==> config.mk <==
export PLATFORM = sky130hd
export DESIGN_NAME = mod_counter
export DESIGN_NICKNAME = d
export VERILOG_FILES = /design/src/rtl/counter_pkg.sv /design/src/rtl/mod_counter_prescaler.sv /design/src/rtl/mod_counter.sv
export SDC_FILE = /design/constraint.sdc
export NUM_CORES = 1
export LEC_CHECK = 0
export ABC_AREA = 0
export CORE_AREA = 5 5 42 44
export CTS_BUF_LIST = sky130_fd_sc_hd__clkbuf_8
export DETAILED_ROUTE_END_ITERATION = 12
export DIE_AREA = 0 0 47 49
export PLACE_DENSITY = 0.69
export SETUP_SLACK_MARGIN = 0.3
export SLEW_MARGIN = 20
export SYNTH_ARGS = -nofsm -noshare
export SYNTH_HDL_FRONTEND = slang
export SYNTH_HIERARCHICAL = 1
export SYNTH_SLANG_ARGS = --single-unit
export TNS_END_PERCENT = 1
==> constraint.sdc <==
create_clock -name clk -period 5.1 [get_ports clk]
set_clock_uncertainty 0.2 [all_clocks]
set_input_delay 0.765 -clock clk [delete_from_list [all_inputs] [get_ports clk]]
set_output_delay 0.765 -clock clk [all_outputs]
set_load 0.01 [all_outputs]
floorplan.png
Scale bar: 10 um. Pins as bars on the die edge.
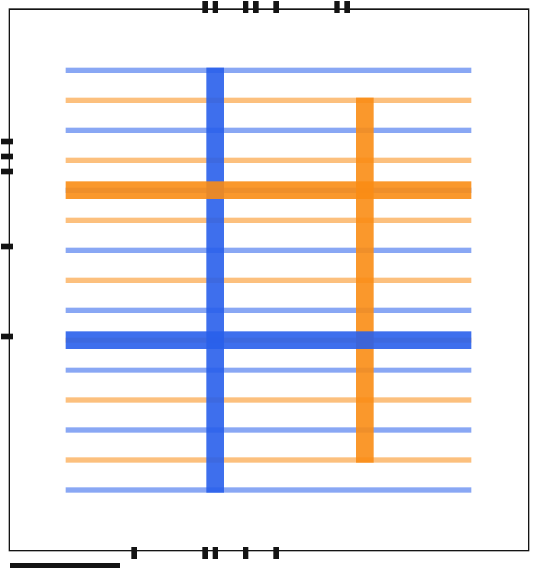
VSS: marked blue. VDD: marked orange.
2 straps on met5. 15 met1 rails follow the rows. The core has 14 rows. 2 straps on met4. 17 signal pins sit on the boundary.
Die Width: 47 um
Chip Height: 49 um

class_map.png
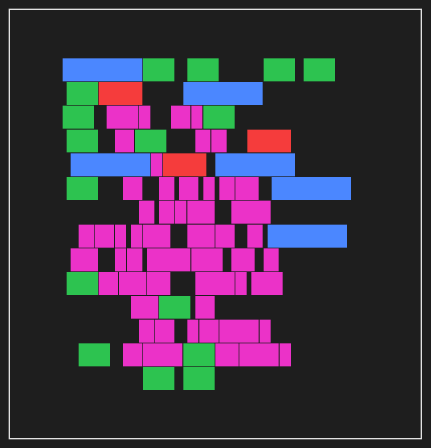
remaining logic cells: marked magenta, cells 53, share of their area 50%. registers: marked blue, cells 6, share of their area 21%. clock-net drivers: marked red, cells 3, share of their area 5.8%. remaining buffers and delay cells: marked green, cells 16, share of their area 23%.
final std cell area, no fill: 729 um2
final cell utilization of the core: 52.1%
placeable core region: 0.00140 mm2

==> impl_metrics.xml <==
<?xml version="1.0" encoding="UTF-8"?>
<metrics>
  <group name="status">
    <metric name="run_status" unit="">finished, final reports clean</metric>
  </group>
  <group name="worst_setup_path">
    <metric name="stages_on_the_worst_setup_path" unit="">5</metric>
    <metric name="timing.critical_path.buf_inv" unit="">2</metric>
    <metric name="timing.critical_path.slowest_stage_cell" unit="">clkdlybuf4s50_1</metric>
    <metric name="timing.critical_path.arrival" unit="ns">2.71</metric>
  </group>
  <group name="placement">
    <metric name="hpwl" unit="um">997</metric>
    <metric name="gp_congestion" unit="">0.833</metric>
  </group>
  <group name="global_route">
    <metric name="first_pass_grt_wire_length" unit="um">2280</metric>
    <metric name="grt_antenna_before_repair" unit="">0</metric>
    <metric name="met2_usage" unit="%">21.0</metric>
  </group>
  <group name="final_layout">
    <metric name="area.share.sequential" unit="%">20.6</metric>
    <metric name="largest_register_ffs" unit="">4</metric>
    <metric name="layout.area.comb" unit="um2">343</metric>
    <metric name="final.fill_count" unit="">142</metric>
    <metric name="inv_count" unit="">4</metric>
    <metric name="logic_gates" unit="">49</metric>
    <metric name="final_cell_mix" unit="">clkdlybuf4s50_1, nor2_1, dfrtp_1</metric>
    <metric name="post_layout_nonfiller_instances" unit="">94</metric>
  </group>
  <group name="detailed_routing">
    <metric name="met3_layer_wire_length_in_the_routed_design" unit="um">64</metric>
    <metric name="detail_route.wl_per_cell" unit="um">14.0</metric>
  </group>
  <group name="synthesis">
    <metric name="ys_top_cells_by_count" unit="">dfrtp_1, nor2_1, a21oi_1, inv_1, nand3_1</metric>
    <metric name="edff_count_synth" unit="">0</metric>
    <metric name="post_synth_instance_area" unit="um2">528</metric>
    <metric name="netlist_top_cells_area" unit="">dfrtp_1, ha_1, o2111ai_1</metric>
    <metric name="yosysWarnings" unit="">6</metric>
    <metric name="ys_seq_share" unit="%">28.4</metric>
    <metric name="synthesis.area_per_instance" unit="um2">8.52</metric>
  </group>
  <group name="timing">
    <metric name="setup_total_negative_slack" unit="ns">0</metric>
    <metric name="slew_headroom" unit="%">76.8</metric>
    <metric name="fin_crit_sh" unit="%">72.0</metric>
  </group>
  <group name="cts">
    <metric name="clkTransAtPathRegs" unit="ns">0.03</metric>
    <metric name="cts_tree" unit="">built</metric>
    <metric name="clk_latency" unit="ns">0.22</metric>
  </group>
  <group name="pwr">
    <metric name="clk-power" unit="uW">69.4</metric>
    <metric name="p_sw_share" unit="%">27.3</metric>
    <metric name="power.combinational.fraction" unit="%">28.5</metric>
    <metric name="seq_power_share" unit="%">32.7</metric>
    <metric name="power_combinational" unit="uW">51.0</metric>
    <metric name="clock_power_share" unit="%">38.8</metric>
  </group>
  <group name="floorplan">
    <metric name="well_tap_count" unit="">16</metric>
    <metric name="floorplan.rows" unit="">14</metric>
  </group>
</metrics>
Power is estimated from default activity; no workload was simulated.
